Run 1, gate-type map:
(3 px per um)
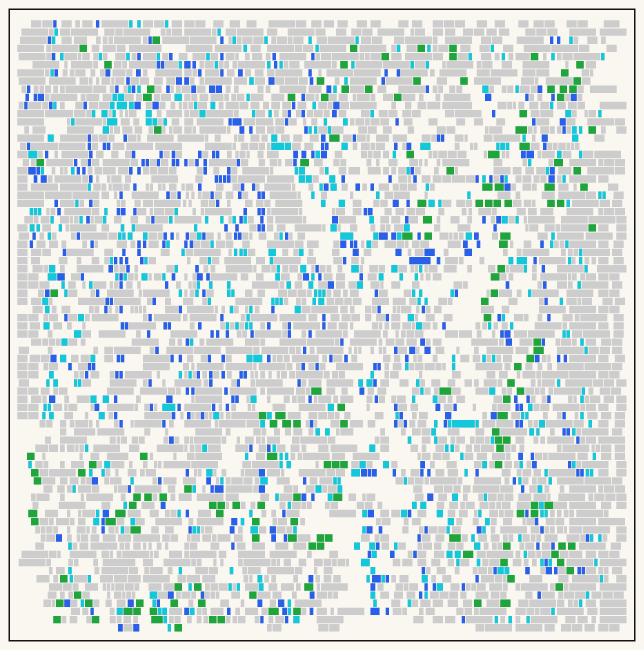
Run 1, wire density map:
(2 px per um) The die is cut into 21 by 21 equal tiles; white is low, dark blue is high, scaled to the fullest tile. Values are wire area over tile area, all layers added.
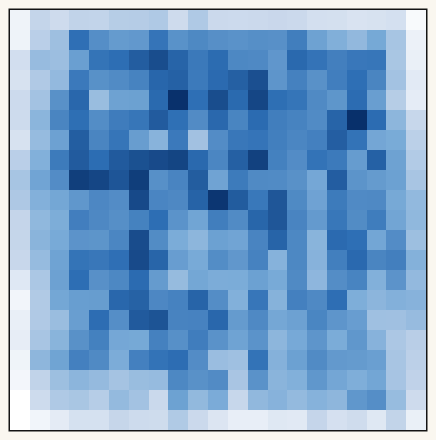
Run 1, M4 wires:
(2 px per um) Supply wires on this layer in gray.
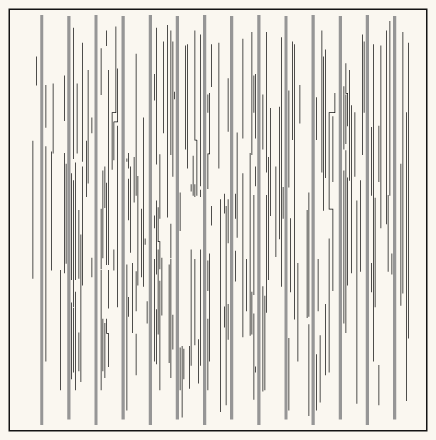
$ cat config.mk
export PLATFORM = sky130hd
export DESIGN_NAME = mdu_iter
export DESIGN_NICKNAME = d
export VERILOG_FILES = /design/src/rtl/mdu_iter.sv
export SDC_FILE = /design/constraint.sdc
export NUM_CORES = 1
export LEC_CHECK = 0
export CORE_AREA = 2 2 206 208
export DETAILED_ROUTE_END_ITERATION = 10
export DIE_AREA = 0 0 208 210
export GPL_TIMING_DRIVEN = 0
export PLACE_DENSITY = 0.9
export SLEW_MARGIN = 20
export SYNTH_ARGS = -nofsm -noshare
export SYNTH_HDL_FRONTEND = slang
export SYNTH_SLANG_ARGS = --single-unit
$ cat constraint.sdc
create_clock -name clk -period 8.33 [get_ports clk]
set_input_delay 0.833 -clock clk [delete_from_list [all_inputs] [get_ports clk]]
set_output_delay 0.833 -clock clk [all_outputs]
set_load 0.02 [all_outputs]
$ cat src/rtl/mdu_iter.sv
// Iterative radix-2 multiply/divide unit owning the HI/LO pair.
// Shift-add multiply, restoring divide, MADD/MSUB accumulate, valid/ready handshake.
module mdu_iter #(
  parameter int WIDTH = 32
) (
  input  logic             clk,
  input  logic             rst,
  input  logic             req_valid,
  output logic             req_ready,
  input  logic [3:0]       req_op,
  input  logic [WIDTH-1:0] req_a,
  input  logic [WIDTH-1:0] req_b,
  input  logic             flush,
  output logic             resp_valid,
  input  logic             resp_ready,
  output logic [WIDTH-1:0] resp_hi,
  output logic [WIDTH-1:0] resp_lo,
  output logic [WIDTH-1:0] hi,
  output logic [WIDTH-1:0] lo,
  output logic             busy
);
  localparam int CW = $clog2(WIDTH);

  typedef enum logic [1:0] {S_IDLE, S_CALC, S_FIX, S_DONE} state_t;
  state_t state, state_next;

  logic [CW-1:0]      cnt;
  logic [2:0]         op_q;
  logic [WIDTH-1:0]   a_q, b_q;
  logic [2*WIDTH-1:0] prod;
  logic               neg_res, neg_rem;

  logic accept, arith_go, handshake, is_div;
  logic signed_op, a_neg, b_neg;
  logic [WIDTH-1:0] a_abs, b_abs;

  assign req_ready  = (state == S_IDLE) & ~flush & rst;
  assign accept     = req_valid & req_ready;
  assign arith_go   = accept & ~req_op[3];
  assign resp_valid = (state == S_DONE);
  assign handshake  = resp_valid & resp_ready & ~flush;
  assign is_div     = (op_q[2:1] == 2'b01);

  assign signed_op = ~req_op[0];
  assign a_neg     = signed_op & req_a[WIDTH-1];
  assign b_neg     = signed_op & req_b[WIDTH-1];
  assign a_abs     = a_neg ? -req_a : req_a;
  assign b_abs     = b_neg ? -req_b : req_b;

  always_comb begin
    state_next = state;
    case (state)
      S_IDLE: if (arith_go) state_next = S_CALC;
      S_CALC: begin
        if (flush) state_next = S_IDLE;
        else if (cnt == CW'(WIDTH-1)) state_next = S_FIX;
      end
      S_FIX:  state_next = flush ? S_IDLE : S_DONE;
      S_DONE: if (flush || resp_ready) state_next = S_IDLE;
      default: state_next = S_IDLE;
    endcase
  end

  // prod holds {partial, multiplier} for multiply and {remainder, dividend/quotient} for divide
  logic [WIDTH:0]     mul_sum, div_shift, div_diff;
  logic [2*WIDTH-1:0] mul_next, div_next;

  always_comb begin
    mul_sum   = {1'b0, prod[2*WIDTH-1:WIDTH]} + {1'b0, (prod[0] ? a_q : {WIDTH{1'b0}})};
    mul_next  = {mul_sum, prod[WIDTH-1:1]};
    div_shift = {prod[2*WIDTH-1:WIDTH], prod[WIDTH-1]};
    div_diff  = div_shift - {1'b0, b_q};
    if (div_diff[WIDTH])
      div_next = {div_shift[WIDTH-1:0], prod[WIDTH-2:0], 1'b0};
    else
      div_next = {div_diff[WIDTH-1:0], prod[WIDTH-2:0], 1'b1};
  end

  logic [2*WIDTH-1:0] prod_s, fix_val;
  logic [WIDTH-1:0]   quo, rem;

  always_comb begin
    prod_s = neg_res ? -prod : prod;
    quo    = neg_res ? -prod[WIDTH-1:0] : prod[WIDTH-1:0];
    rem    = neg_rem ? -prod[2*WIDTH-1:WIDTH] : prod[2*WIDTH-1:WIDTH];
    // divide by zero: remainder already equals the dividend, quotient forced to all ones
    if (b_q == '0) quo = '1;
    case (op_q[2:1])
      2'b00:   fix_val = prod_s;
      2'b01:   fix_val = {rem, quo};
      2'b10:   fix_val = {hi, lo} + prod_s;
      default: fix_val = {hi, lo} - prod_s;
    endcase
  end

  always_ff @(posedge clk or negedge rst) begin
    if (!rst) state <= S_IDLE;
    else      state <= state_next;
  end

  always_ff @(posedge clk or negedge rst) begin
    if (!rst) begin
      cnt     <= '0;
      op_q    <= '0;
      a_q     <= '0;
      b_q     <= '0;
      prod    <= '0;
      neg_res <= 1'b0;
      neg_rem <= 1'b0;
      resp_hi <= '0;
      resp_lo <= '0;
      hi      <= '0;
      lo      <= '0;
      busy    <= 1'b0;
    end else begin
      busy <= (state_next != S_IDLE);
      if (accept && req_op == 4'd8) hi <= req_a;
      if (accept && req_op == 4'd9) lo <= req_a;
      if (arith_go) begin
        op_q    <= req_op[2:0];
        a_q     <= a_abs;
        b_q     <= b_abs;
        neg_res <= a_neg ^ b_neg;
        neg_rem <= a_neg;
        cnt     <= '0;
        if (req_op[2:1] == 2'b01) prod <= {{WIDTH{1'b0}}, a_abs};
        else                      prod <= {{WIDTH{1'b0}}, b_abs};
      end
      if (state == S_CALC) begin
        prod <= is_div ? div_next : mul_next;
        cnt  <= cnt + 1'b1;
      end
      if (state == S_FIX && !flush) begin
        resp_hi <= fix_val[2*WIDTH-1:WIDTH];
        resp_lo <= fix_val[WIDTH-1:0];
      end
      if (handshake) begin
        hi <= resp_hi;
        lo <= resp_lo;
      end
    end
  end

endmodule

==> summary.txt, run 1 <==
Notes on the flow run.

- The DRC violation total after the first TritonRoute iteration is 3114, for reference.
- Setup repair after global routing left no endpoint under its margin.
- The total DRC errors in the routed layout is 0, for reference.
- The run finished with clean final reports.
- After synthesis, the cell types taking the most area are sky130_fd_sc_hd__dfrtp_1 (27%), sky130_fd_sc_hd__ha_1 (7.0%), sky130_fd_sc_hd__xnor2_1 (6.4%), sky130_fd_sc_hd__a21oi_1 (5.8%), sky130_fd_sc_hd__nand2_1 (5.4%).
- The pin slew with the least headroom to its limit is 1160 ps, for reference.
- Clock skew on the completed layout was measured at 30.7 ps.
- The net count of the mapped netlist is 3374, for reference.
- The final layout reports a setup TNS of 0 ps.
- Post-CTS timing repair inserted 0 buffers for setup.
- The horizontal die dimension reported for this design is 208 um.
- The number of global-route vias before repair is 25000, for reference.
- The post-synthesis cell type count is 85, for reference.
- The first-pass GRT wire length is 153000 um, for reference.
- The cell repeated most along the worst path is sky130_fd_sc_hd__clkbuf_1, for reference.
- The most critical setup path has its endpoint at resp_hi[30].
- According to the floorplan report, the total die area is 43700 um^2.
- STA lists the maximum fanout along the critical path as 10.
- The number of I/O port buffers is 203, for reference.
- In this run, CTS created clock tree buffers numbering 34.
- The synthesis report gives the async set-or-reset register share as 100%.
- The per-cell via count in the routed design is 6.70, for reference.
- The family with the most delay on the worst path is buffers and inverters, for reference.
- met3 track demand over resource after global routing is 10.9%.
- The flip-flop and latch count after synthesis is 268, for reference.
- Summed over all instances, the cell type with the most area after synthesis is sky130_fd_sc_hd__dfrtp_1.
- The yosys warning tally is 0, for reference.
- The critical register-to-register path endpoint is resp_hi[30], for reference.
- The core region is 41500 um^2.
- The startpoint of the most critical setup path is neg_res, for reference.
- The count of tool warnings is 31, for reference.
- The arrival time of the worst setup path is 8480 ps, for reference.
- In this run the cell area of the synthesized design comes to 24500 um^2.
- The areal power density over the cells is 381 nW/um^2, for reference.
- The quantity of hold-fixing buffers added after cts is 0, for reference.
- The worst setup path is captured at a register.
- TritonCTS built the clock tree.
- The clock root buffer is sky130_fd_sc_hd__clkbuf_16, for reference.
- The slew check shows that the tightest pin keeps a relative margin of 22.5%.
- The global placer's final weighted congestion is 1.04, for reference.
- Traced cell by cell, the critical path runs through clkbuf_1, clkbuf_1, buf_1, clkbuf_1, clkbuf_1, clkbuf_2, o41ai_1, xnor2_1, xor2_1, ha_1, clkbuf_1, nand3_1, nor2_1, nand3_1, a211oi_1, o2111ai_1, a211o_1, a21oi_1, nor2_1, o21ai_0, a221oi_1, xor2_1, o21ai_0.
- Yosys reports a chip area of 24500 um^2.
- The number of nets with antenna violations after routing is 0, for reference.
- The post-cts repair resize count is 5, for reference.
- Leaving out buffers and inverters, the combinational logic in the layout accounts for 16800 um^2.
- The number of nets in the layout is 3615, for reference.
- The iteration count of the initial detailed-routing pass is 6, for reference.
- The synthesis run shows the most used standard cells to be sky130_fd_sc_hd__nand2_1 (356), sky130_fd_sc_hd__nor2_1 (291), sky130_fd_sc_hd__a21oi_1 (282).
- The source of the worst register-to-register timing path is neg_res, for reference.
- The final critical-path share of the clock period is 96.1%, for reference.
- The post-CTS clock slew at the launch and capture registers of the worst setup and hold paths is 60 ps, for reference.
- The pin count of the biggest net entering global routing is 93, for reference.
- The total count of max-transition violations in the final report is 0, for reference.
- VDD sags by at most 0.241 mV.
- The layout cell share with drive strength beyond 1 is 3.39%, for reference.
- The cell total in the yosys stat output is 3160, for reference.
- The initial utilization of the core area, before any placement, comes to 59.1%.
- The initial antenna violation count is 1, for reference.
- The script extracted a total leakage power of 12.8 nW.
- Total global-route track usage over all layers is 46.2%.
- The slowest stage of the critical path is the sky130_fd_sc_hd__a211oi_1 cell.
- Counting cells, the worst reg-to-reg path comes to 23.
- Per the post-synthesis report, the number of cells in the design is 3160.
- In the synthesized netlist the dominant register cell turns out to be sky130_fd_sc_hd__dfrtp_1.
- Routing resource usage on met2 recorded by global route was 68.7%.
- Dividing the synthesized area by the synthesized cell count gives 7.76 um^2.
## Picture notes: 'gate-type map'
color	family	cells	most used	where
blue	nand cells	468	nand2_1	spread over the die
green	non-inverting ao/oa cells	159	a21o_1	spread over the die
cyan	nor cells	440	nor2_1	spread over the die
commonest non-fill, non-tap cell in the layout: sky130_fd_sc_hd__nand2_1
final non-filler cell total: 3965

## Picture notes: 'wire density map'
tiles over half the peak	62%
mean over tiles	0.42
nearly empty tiles	0.50%
emptiest ninth of the die	bottom left
fullest tile	0.79

## Picture notes: 'M4 wires'
nets with wire on the layer	139
wire length on this layer	8460 um
longest straight run	158 um
routed via count: 26600
Post-Route WL: 103000 um

## run 1: sequential cells by signal, summed over array words and instances, names as in the netlist
name	cells
resp_lo	32
op_q	2
neg_rem	1
resp_hi	32
busy	1
cnt	5
lo	32
a_q	32
hi	32
neg_res	1
prod	64
state	2
b_q	32
## run 1: cells by family after synthesis
kind of cell,Yosys count,synth area share [%]
AND/OR/NAND/NOR,1061,20.5
multiplexers,91,3.74
AND-OR/OR-AND,982,25.0
buffers and inverters,293,4.59
XOR/XNOR,324,11.6
adder cells (fa/ha/maj),141,7.28
flip-flops,268,27.3
## run 1: per-stage QoR
step                cell area [um^2]  instances  worst slack, ps  total power, mW  utilization [%]
floorplan                      24500       3160             1410             6.99                -
global placement               27200       3902            -5280             8.96             65.7
detailed placement             27300       3905             -703             9.00             65.8
CTS                            28500       3964              129             10.6             68.6
global route                   28500       3963             94.4             11.5             68.7
finish                         28500       3965              326             10.9             68.7
## run 1: metal layers
layer / wire (um) / part of all wire (%)
met5: 0 / 0
met4: 8460 / 8.2
met3: 12200 / 12
met2: 43300 / 42
met1: 39400 / 38
## run 1: area by class of cell
type / count / share of cell area, %
Inverter: 86 / 1.13
Sequential cell: 268 / 23.5
Clock inverter: 15 / 0.575
Buffer: 206 / 2.81
Timing Repair Buffer: 206 / 7.36
Tap cell: 539 / 2.37
Clock buffer: 44 / 3.37
Antenna cell: 2 / 0.0176
Multi-Input combinational cell: 2599 / 58.8
## run 1: where the power goes
part,leakage (nW),total [mW],internal [mW],switching [mW]
Sequential,3.43,2.01,1.62,0.383
Combinational,8.80,7.31,2.76,4.55
Clock,0.538,1.53,0.881,0.654
==> run 2: changes to the inputs <==
Settings changed: CTS_CLUSTER_DIAMETER set to 30, CTS_CLUSTER_SIZE set to 25.
Run 2, wire density map:
(2 px per um) The die is cut into 21 by 21 equal tiles; white is low, dark blue is high, scaled to the fullest tile. Values are wire area over tile area, all layers added.
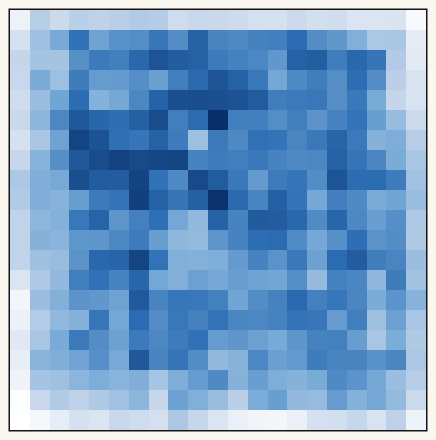
mean over tiles	0.43
nearly empty tiles	0.50%
fullest tile	0.79
emptiest ninth of the die	bottom left
tiles over half the peak	62%

Run 2, routing congestion map:
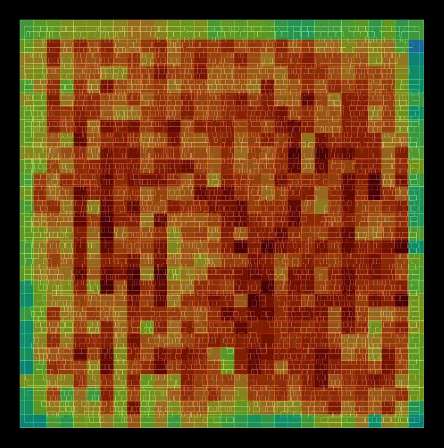
met3 routing resource usage after global routing: 12.0%
WL/cell: 26.1 um
Most Used Layer, Global Route: met2
met1 usage: 59.6%
met2 Use GR: 69.0%

==> run 2 against run 1 <==
Effect of this change: via count increased by 1.8%; sequential cell count unchanged; highest routed layer unchanged; routed wire length increased by 1.5%.
==> summary.txt, run 2 <==
Notes on the flow run.

- The post-synthesis cell type count is 85 (unchanged), for reference.
- The post-route core utilization is 71.2% (was 68.7%), for reference.
- The insertion delay at the late pin of the worst-skew pair is 660 ps (was 580 ps), for reference.
- The worst max-slew margin expressed relative to the limit is 17.8% (was 22.5%).
- Top area cell types: sky130_fd_sc_hd__dfrtp_1 (27%), sky130_fd_sc_hd__ha_1 (7.0%), sky130_fd_sc_hd__xnor2_1 (6.4%), sky130_fd_sc_hd__a21oi_1 (5.8%), sky130_fd_sc_hd__nand2_1 (5.4%) (unchanged).
- The cell type of the slowest stage on the worst timing path is sky130_fd_sc_hd__buf_1 (was sky130_fd_sc_hd__a211oi_1).
- The CTS tree is yes (unchanged).
- The primary flip-flop cell chosen by synthesis mapping is sky130_fd_sc_hd__dfrtp_1 (unchanged), for reference.
- The count of max-cap constraint violations is 0 (unchanged), for reference.
- The fraction of the core area occupied by cells at floorplan was 59.1% (unchanged).
- The power of the clock network is 2.49 mW (was 1.53 mW), for reference.
- The cell area after synthesis was 24500 um^2 (unchanged).
- The overall routed net length is 105000 um (was 103000 um).
- The net count of the mapped netlist came to 3374 (unchanged).
- The startpoint type of the worst setup path is a register (unchanged), for reference.
- The setup clock skew after layout is 28.5 ps (was 30.7 ps), for reference.
- The first-pass GRT wire length came to 155000 um (was 153000 um).
- The multi-input gate area in the final layout is 16800 um^2 (about the same), for reference.
- The buffers plus inverters on the worst setup path is 7 (unchanged).
- The net switching power was 5.89 mW (was 5.58 mW).
- The part of the total power dissipated in sequential elements is 16.9% (was 18.5%), for reference.
- The number of global-route vias before repair is 25700 (was 25000), for reference.
- The post-CTS clock slew at the launch and capture registers of the worst setup and hold paths came to 50 ps (was 60 ps).
- The initial antenna violation count is 3 (was 1), for reference.
- The total global routing overflow is 0 (unchanged), for reference.
- The type of element capturing the critical path is a register (unchanged), for reference.
- The clock network fraction of total power came to 21.0% (was 14.1%).
- The average instance area after synthesis is 7.76 um^2 (unchanged), for reference.
- The shortest clock period the worst path allows after layout is 8100 ps (was 8000 ps), for reference.
- The cell total in the yosys stat output came to 3160 (unchanged).
- The number of failing hold endpoints at the final stage came to 0 (unchanged).
- The overall routing resource usage was 46.7% (was 46.2%).
- The pin slew with the least headroom to its limit is 1230 ps (was 1160 ps), for reference.
- The clock root buffer is sky130_fd_sc_hd__clkbuf_16 (unchanged), for reference.
- The number of fillers in the final layout is 3409 (was 3582).
- The fraction of post-synthesis cell area in the top cell type by area is 27.3% (unchanged).
- The required time reported for the critical path endpoint came to 8800 ps (about the same).
- The areal power density over the cells is 401 nW/um^2 (was 381 nW/um^2).
- The maximum clock insertion buffer count is 3 (unchanged), for reference.
- The quantity of hold-fixing buffers added after cts is 0 (unchanged), for reference.
- The layout cell share with drive strength beyond 1 is 5.06% (was 3.39%), for reference.
- The final setup violation count is 0 (unchanged), for reference.
- The area of the die came to 43700 um^2 (unchanged).
- Status: completed (unchanged).
- The per-cell via count in the routed design is 6.72 (was 6.70), for reference.
- The achievable clock frequency came to 123 MHz (was 125 MHz).
- Commonest cells after routing, fill and taps aside: sky130_fd_sc_hd__nand2_1 (356), sky130_fd_sc_hd__nor2_1 (291), sky130_fd_sc_hd__a21oi_1 (282), sky130_fd_sc_hd__dfrtp_1 (268), sky130_fd_sc_hd__o21ai_0 (241) (was sky130_fd_sc_hd__nand2_1 (356), sky130_fd_sc_hd__nor2_1 (291), sky130_fd_sc_hd__a21oi_1 (282), sky130_fd_sc_hd__dfrtp_1 (267), sky130_fd_sc_hd__o21ai_0 (242)).
- The sequential share of the synthesized area is 27.3% (unchanged), for reference.
- The gate count of the mapped netlist came to 3160 (unchanged).
- The yosys-reported design area after synthesis is 24500 um^2 (unchanged), for reference.
- The HPWL after detailed placement is 81500 um (unchanged).
- The flip-flop and latch power came to 2.00 mW (was 2.01 mW).
- The iteration count of the initial detailed-routing pass was 6 (unchanged).
- The post-synthesis to final-layout area growth was 20.4% (was 16.2%).
- The number of standard cells in the layout, taps in and fillers out was 4022 (was 3965).
- The flip-flop count of the largest register, all copies and words added is 64 (unchanged), for reference.
- The number of nets with antenna violations after routing was 0 (unchanged).
- The clock sink total is 268 (unchanged), for reference.
- The storage element area is 6710 um^2 (about the same), for reference.
- The floorplan core area is 41500 um^2 (unchanged), for reference.
- The register containing the most flip-flops in the final layout is prod (unchanged).
- The arrival time of the worst setup path is 8570 ps (was 8480 ps), for reference.
- The most frequently used cell type in the post-synthesis netlist is sky130_fd_sc_hd__nand2_1 (unchanged), for reference.
- The total count of max-transition violations in the final report is 0 (unchanged), for reference.
- The global placer's final weighted congestion is 1.04 (unchanged), for reference.
- The family with the most delay on the worst path is buffers and inverters (unchanged), for reference.
- The power in combinational cells is 7.35 mW (was 7.31 mW), for reference.
- The DRC violation total after the first TritonRoute iteration is 3536 (was 3114), for reference.
- The cell type with the largest total area after synthesis is sky130_fd_sc_hd__dfrtp_1 (unchanged), for reference.
- The H-tree depth is 2 (unchanged), for reference.
- The floorplan row count was 75 (unchanged).
- The number of post-CTS setup repair buffers is 0 (unchanged), for reference.
- The peak supply drop came to 0.292 mV (was 0.241 mV).
- The fraction of registers with async set/reset is 100% (unchanged).
- The number of nets in the layout is 3643 (was 3615).
- The post-synth tally of flip-flops with integrated enable is 0 (unchanged), for reference.
- The count of tool warnings was 31 (unchanged).
- The total DRC errors in the routed layout is 0 (unchanged), for reference.
- The top contributor to total power is combinational logic (unchanged), for reference.
- The clock buffer count from CTS was 61 (was 34).
- The final worst-path setup slack is 232 ps (was 326 ps), for reference.
- The yosys warning tally was 0 (unchanged).
- Cells along the critical path: clkbuf_1, clkbuf_1, clkbuf_2, clkbuf_1, clkbuf_1, buf_1, o41ai_1, xnor2_1, xor2_1, ha_1, clkbuf_1, nand3_1, nor2_1, nand3_1, a211oi_1, o2111ai_1, a211o_1, a21oi_1, nor2_1, o31ai_1, xor2_1, a21oi_1, o21ai_0 (was clkbuf_1, clkbuf_1, buf_1, clkbuf_1, clkbuf_1, clkbuf_2, o41ai_1, xnor2_1, xor2_1, ha_1, clkbuf_1, nand3_1, nor2_1, nand3_1, a211oi_1, o2111ai_1, a211o_1, a21oi_1, nor2_1, o21ai_0, a221oi_1, xor2_1, o21ai_0).
- The final critical-path share of the clock period came to 97.2% (was 96.1%).
- The cell count after placement is 3905 (unchanged), for reference.
- The path class of the lowest-slack min-delay path was in -> async (unchanged).
- The cell repeated most along the worst path is sky130_fd_sc_hd__clkbuf_1 (unchanged).
- The internal portion of total power is 5.96 mW (was 5.27 mW), for reference.
- The most frequent logic cell in the layout is sky130_fd_sc_hd__nand2_1 (unchanged), for reference.
- RSZ-0062 raised after global routing: false (unchanged).
- The flip-flop and latch count after synthesis is 268 (unchanged).
- The horizontal die size is 208 um (unchanged), for reference.
- The largest stage delay on the critical path is 590 ps (was 630 ps).
- The share of power burned in combinational logic is 62.1% (was 67.4%).
- The number of I/O port buffers was 203 (unchanged).
- The switching share of power is 49.7% (was 51.4%), for reference.
- The category of the most critical setup path is reg -> reg (unchanged), for reference.
- The pin count of the biggest net entering global routing was 93 (unchanged).
- The worst-path maximum fanout is 10 (unchanged).
- The post-placement worst setup slack came to -703 ps (unchanged).
- The total I/O pin count is 204 (unchanged), for reference.
- The overall via count from detail_route is 27000 (was 26600), for reference.
- Synth top cells by count: sky130_fd_sc_hd__nand2_1 (356), sky130_fd_sc_hd__nor2_1 (291), sky130_fd_sc_hd__a21oi_1 (282) (unchanged).
- The vertical die dimension is 210 um (unchanged), for reference.
- The leakage power summed over all cells was 13.3 nW (was 12.8 nW).
Run 2, a small window of the routed layout:
Region (89, 48) to (119, 78) um. Cells in gray, sequential cells in the stronger gray; small squares are vias.
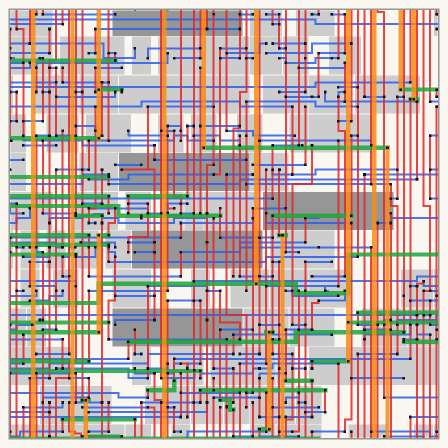
color	layer
orange	M4
red	M2
green	M3
blue	M1
cells with their middle in the window	69
sequential cells in the window	5
most frequent	ha_1 (7), dfrtp_1 (5)
netlist names of flops here include	`prod` (5)

run 2: cells by family (layout without fill, tap and decap cells):
group           Yosys count  count (layout)  synth area share (%)
compound gates          982             982                  25.0
xor+xnor                324             324                  11.6
fa+ha+maj               141             141                  7.28
buf+inv                 293             614                  4.59
flops                   268             268                  27.3
mux                      91              91                  3.74
other cells               0               2                     0
simple gates           1061            1061                  20.5
run 2: what timing repair did:
action,CTS,global route
setup endpoints to repair,7,4
gates resized,5,12
pin swaps,0,0
run 2: final timing paths:
path,start,to,slack [ps],depth (start not counted)
setup / recovery,neg_res,resp_hi[22],230,23
hold / removal,rst,lo[23],200,1
setup reg to reg,neg_res,resp_hi[22],230,23
hold reg to reg,a_q[0],a_q[0],470,2
max in group asynchronous,rst,prod[36],7120,2
min in group clk,a_q[0],a_q[0],470,2
run 2: layer usage:
metal	up-vias	share of wire, %
li1	11900	-
met1	12800	38
met2	1873	42
met3	488	12
met4	0	8.3
met5	-	0
run 2: cell type report:
cell class                 count  share of cell area, %
antenna                        2                 0.0169
sequential                   268                   22.7
tap                          539                   2.28
multi-input combinational   2599                   56.8
inverter                      86                   1.09
timing repair buffer         206                   7.10
buffer                       207                   2.73
clock buffer                  67                   5.38
clock inverter                48                   1.88
run 2: metrics by stage:
stage	cell area [um^2]	total power, mW	hold WS [ps]	setup TNS (ps)
after detailed placement	27300	9.00	461	-1790
after global placement	27200	8.96	456	-2340090
after CTS	29500	11.5	245	0
after floorplan	24500	6.99	438	0
final	29500	11.8	199	0
after global routing	29500	12.5	280	0
No activity file was given, so power comes from the tool's default toggle rates.
